Wire density map:
Bar = 50 microns. The die is cut into 28 by 28 equal tiles; black is low, pale yellow is high, scaled to the fullest tile. Values are wire area over tile area, all layers added.
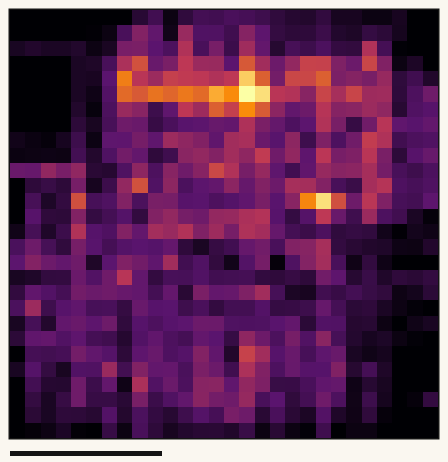
Placement view:
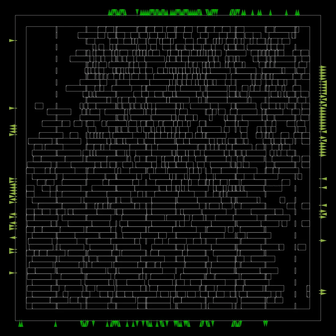
Placed cells, one colour a class:
Fill, decap, tap and diode cells in grey.
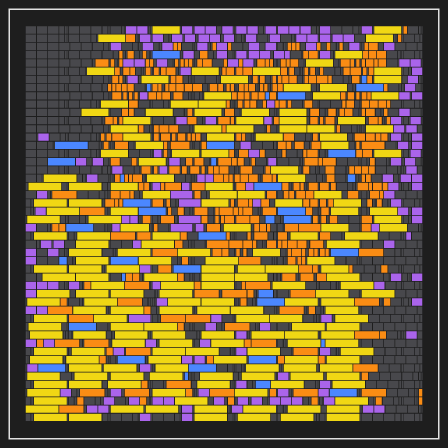
Layout detail:
Bar = 20 microns. Window x 10 to 60, y 10 to 60 microns. Cells in grey, sequential cells in the stronger grey; small squares are vias.
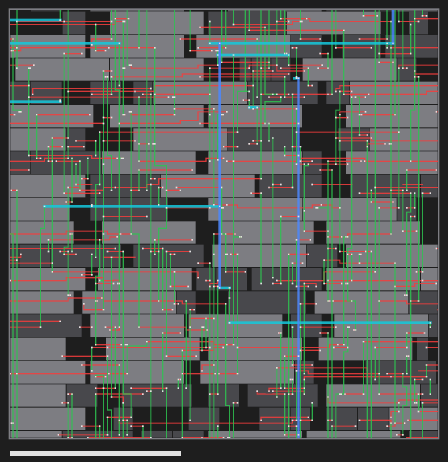
==> config.mk <==
export PLATFORM = sky130hd
export DESIGN_NAME = ins_fetch_q
export DESIGN_NICKNAME = d
export VERILOG_FILES = /design/src/rtl/core_pkg.sv /design/src/rtl/sync_fifo.sv /design/src/rtl/ins_fetch_q.sv
export SDC_FILE = /design/constraint.sdc
export NUM_CORES = 1
export LEC_CHECK = 0
export ABC_AREA = 0
export ABC_CLOCK_PERIOD_IN_PS = 3200
export CAP_MARGIN = 0
export CORE_MARGIN = 5
export CORE_UTILIZATION = 53
export CTS_CLUSTER_DIAMETER = 120
export DETAILED_ROUTE_END_ITERATION = 6
export PLACE_DENSITY = 0.77
export SLEW_MARGIN = 10
export SYNTH_ARGS = -nofsm -noshare
export SYNTH_HDL_FRONTEND = slang
export SYNTH_SLANG_ARGS = --single-unit
==> constraint.sdc <==
create_clock -name clk -period 3.2 [get_ports clk]
set_input_delay 0.64 -clock clk [delete_from_list [all_inputs] [get_ports clk]]
set_output_delay 0.64 -clock clk [all_outputs]
set_load 0.01 [all_outputs]
==> src/rtl/core_pkg.sv <==
// Shared core-side constants and the fetch-to-decode entry type.
// Used by ins_fetch_q (optional feature: IFQ_BYPASS_EN) and by decode.
package core_pkg;

    localparam int          XLEN_DEFAULT = 32;
    localparam logic [31:0] NOP_INST     = 32'h0000_0013;

    typedef struct packed {
        logic        valid;
        logic [31:0] ins;
    } fetch_entry_t;

endpackage

==> src/rtl/sync_fifo.sv <==
// Single-clock FIFO with push/pop/clear and occupancy outputs.
// The head word is readable combinationally whenever the FIFO is not empty.
module sync_fifo #(
    parameter int WIDTH = 32,
    parameter int DEPTH = 4
) (
    input  logic                   clk,
    input  logic                   nrst,
    input  logic                   clear,
    input  logic                   push,
    input  logic [WIDTH-1:0]       wdata,
    input  logic                   pop,
    output logic [WIDTH-1:0]       rdata,
    output logic [$clog2(DEPTH):0] count,
    output logic                   empty,
    output logic                   full
);

    localparam int          AW      = $clog2(DEPTH);
    localparam logic [AW:0] DEPTH_C = (AW+1)'(DEPTH);

    logic [WIDTH-1:0] mem_q [DEPTH];
    logic [AW-1:0]    wr_ptr_q;
    logic [AW-1:0]    rd_ptr_q;
    logic [AW:0]      count_q;
    logic             do_push;
    logic             do_pop;

    assign empty   = (count_q == '0);
    assign full    = (count_q == DEPTH_C);
    assign count   = count_q;
    assign rdata   = mem_q[rd_ptr_q];
    assign do_pop  = pop && !empty && !clear;
    // A push into a full FIFO is only legal when the head leaves in the same cycle.
    assign do_push = push && (!full || do_pop) && !clear;

    always_ff @(posedge clk or negedge nrst) begin
        if (!nrst) begin
            wr_ptr_q <= '0;
            rd_ptr_q <= '0;
            count_q  <= '0;
        end else if (clear) begin
            wr_ptr_q <= '0;
            rd_ptr_q <= '0;
            count_q  <= '0;
        end else begin
            if (do_push) wr_ptr_q <= wr_ptr_q + AW'(1);
            if (do_pop)  rd_ptr_q <= rd_ptr_q + AW'(1);
            count_q <= count_q + (AW+1)'(do_push) - (AW+1)'(do_pop);
        end
    end

    always_ff @(posedge clk) begin
        if (do_push) mem_q[wr_ptr_q] <= wdata;
    end

endmodule

==> src/rtl/ins_fetch_q.sv <==
// Instruction fetch unit with prefetch queue, branch redirect and stale-response squashing.
// Define IFQ_BYPASS_EN to let a response reach ins_out in its arrival cycle when the queue is empty.
module ins_fetch_q
    import core_pkg::*;
#(
    parameter int              XLEN     = XLEN_DEFAULT,
    parameter int              DEPTH    = 4,
    parameter logic [XLEN-1:0] RESET_PC = '0
) (
    input  logic            clk,
    input  logic            nrst,
    input  logic            stall,
    input  logic            br_en,
    input  logic [XLEN-1:0] br_addr,
    output logic [XLEN-1:0] pc,
    output logic [31:0]     ins_out,
    output logic            ins_valid,
    output logic            exIns_ren,
    output logic [XLEN-1:0] exIns_addr,
    input  logic            exIns_valid,
    input  logic [31:0]     exIns_in
);

    localparam int          CW      = $clog2(DEPTH) + 1;
    localparam logic [CW:0] DEPTH_X = (CW+1)'(DEPTH);

    logic [XLEN-1:0] fetch_pc_q, fetch_pc_d;
    logic [XLEN-1:0] deliver_pc_q, deliver_pc_d;
    logic [CW-1:0]   outstanding_q, outstanding_d;
    logic [CW-1:0]   kill_q, kill_d;

    logic [31:0]     fifo_rdata;
    logic [CW-1:0]   fifo_count;
    logic            fifo_empty, fifo_full, fifo_push, fifo_pop;

    logic [XLEN-1:0] br_target;
    logic            credit_ok, issue, resp_accept, bypass, consume;
    fetch_entry_t    out_e;

    sync_fifo #(.WIDTH(32), .DEPTH(DEPTH)) u_queue (
        .clk   (clk),
        .nrst  (nrst),
        .clear (br_en),
        .push  (fifo_push),
        .wdata (exIns_in),
        .pop   (fifo_pop),
        .rdata (fifo_rdata),
        .count (fifo_count),
        .empty (fifo_empty),
        .full  (fifo_full)
    );

    assign br_target   = br_addr & ~XLEN'(3);
    // Queued plus in-flight (non-killed) entries never exceed DEPTH, so every response has a slot.
    assign credit_ok   = ({1'b0, fifo_count} + {1'b0, outstanding_q}) < DEPTH_X;
    assign issue       = nrst && !br_en && credit_ok && !fifo_full;
    assign resp_accept = exIns_valid && (kill_q == '0) && !br_en;

`ifdef IFQ_BYPASS_EN
    assign bypass = fifo_empty && resp_accept;
`else
    assign bypass = 1'b0;
`endif

    assign out_e.valid = !fifo_empty || bypass;
    assign out_e.ins   = !out_e.valid ? NOP_INST : (fifo_empty ? exIns_in : fifo_rdata);
    assign consume     = out_e.valid && !stall && !br_en;
    assign fifo_push   = resp_accept && !(bypass && !stall);
    assign fifo_pop    = !fifo_empty && !stall && !br_en;

    assign ins_valid   = out_e.valid;
    assign ins_out     = out_e.ins;
    assign pc          = deliver_pc_q;
    assign exIns_ren   = issue;
    assign exIns_addr  = fetch_pc_q;

    always_comb begin
        fetch_pc_d    = fetch_pc_q;
        deliver_pc_d  = deliver_pc_q;
        outstanding_d = outstanding_q;
        kill_d        = kill_q;
        if (br_en) begin
            fetch_pc_d    = br_target;
            deliver_pc_d  = br_target;
            // Every request still in flight must be squashed; one arriving now is dropped
            // immediately, whether it was already a killed one or a live one.
            kill_d        = kill_q + outstanding_q - CW'(exIns_valid);
            outstanding_d = '0;
        end else begin
            if (issue)   fetch_pc_d   = fetch_pc_q + XLEN'(4);
            if (consume) deliver_pc_d = deliver_pc_q + XLEN'(4);
            if (exIns_valid && kill_q != '0) kill_d = kill_q - CW'(1);
            outstanding_d = outstanding_q + CW'(issue) - CW'(resp_accept);
        end
    end

    always_ff @(posedge clk or negedge nrst) begin
        if (!nrst) begin
            fetch_pc_q    <= RESET_PC;
            deliver_pc_q  <= RESET_PC;
            outstanding_q <= '0;
            kill_q        <= '0;
        end else begin
            fetch_pc_q    <= fetch_pc_d;
            deliver_pc_q  <= deliver_pc_d;
            outstanding_q <= outstanding_d;
            kill_q        <= kill_d;
        end
    end

endmodule

==> flow_summary.json <==
{
  "met3_length_mm": 1.330,
  "regArea_sq_mm": 0.005672,
  "reg2reg_depth": 11,
  "largest_register_ffs": 128,
  "worst_pin_slew_ns": 0.9696,
  "path_clk_slew_ns": 0.06,
  "post_cts_buffers": 2,
  "p_sw_mw": 2.325,
  "rsz0062_at_grt": "no",
  "common_cells": "edfxtp_1, dfrtp_1, nand2_1",
  "wl_met1_mm": 8.566,
  "simple_gate_area_share_pct": 13.53,
  "fa_ha_area_share_pct": 2.989,
  "outcome": "complete, no violations",
  "maxUsedRoutingLayer": "met4",
  "synth-edff-count": 128,
  "yosysTopAreaCell": "edfxtp_1",
  "power_frac_comb_pct": 30.4,
  "drtPass1Iterations": 7,
  "grt_pass1_vias": 6442,
  "crit_type": "register to primary output",
  "totalNegativeSetupSlack_ns": 0,
  "crit_family": "buffers and inverters",
  "route.detailed.drc": 0,
  "syn-cell-area_sq_mm": 0.009126,
  "avgRoutedWirePerCell_microns": 20.27,
  "met2_usage_pct": 38.07,
  "fmax_mhz": 328.2,
  "ctsResizeCount": 0,
  "holdBufCountCts": 0,
  "insertion_delay_ns": 0.50,
  "cp-startpoint": "u_queue.rd_ptr_q[0]",
  "synth_stat.cells": 669,
  "grt_pass1_wl_mm": 34.89,
  "post-place-ws_ns": 0.2885,
  "initCoreUtil_pct": 53.32,
  "synth_flops": 201,
  "hpwl_mm": 15.12,
  "crit_path_top_delay_cell": "mux4_2",
  "insertedDiodeCount": 1,
  "cp_num_cells": 4,
  "grt_antenna_before_repair": 1,
  "lay_top_count": "clkdlybuf4s50_1",
  "openroad.warnings": 32,
  "htreeDepth": 1,
  "setup_viol_count_final": 0,
  "ir_drop_v": 0.0005415,
  "placed_cell_area_sq_mm": 0.01109
}
Notes on 'wire density map' above:
5.1% of the tiles are over half the peak. 11% of the tiles are nearly empty. The mean over all tiles is 0.18. The emptiest ninth of the die: bottom right. The densest ninth of the die: top middle. The fullest tile reaches 0.80.

Notes on 'placement view' above:
Seq/total area: 48.06%
Flops: 201
row cnt: 48
Layout Utilization: 68.95%

Notes on 'placed cells, one colour a class' above:
remaining buffers and delay cells: in purple, cells 184. combinational and other logic: in orange, cells 440. sequential cells: in yellow, cells 201. clock drivers and dummy loads: in blue, cells 37.
Core Box Area: 0.01712 sq mm
Final Cell Area: 0.01180 sq mm

Notes on 'layout detail' above:
metal 4: in blue. metal 1: in red. metal 2: in green. metal 3: in cyan.
104 logic cells have their middle in the window. Sequential cells in the window: 51. Netlist names of flops here include `u_queue.mem_q` (51). Most frequent: edfxtp_1 (51), clkdlybuf4s50_1 (17), and2_1 (14).

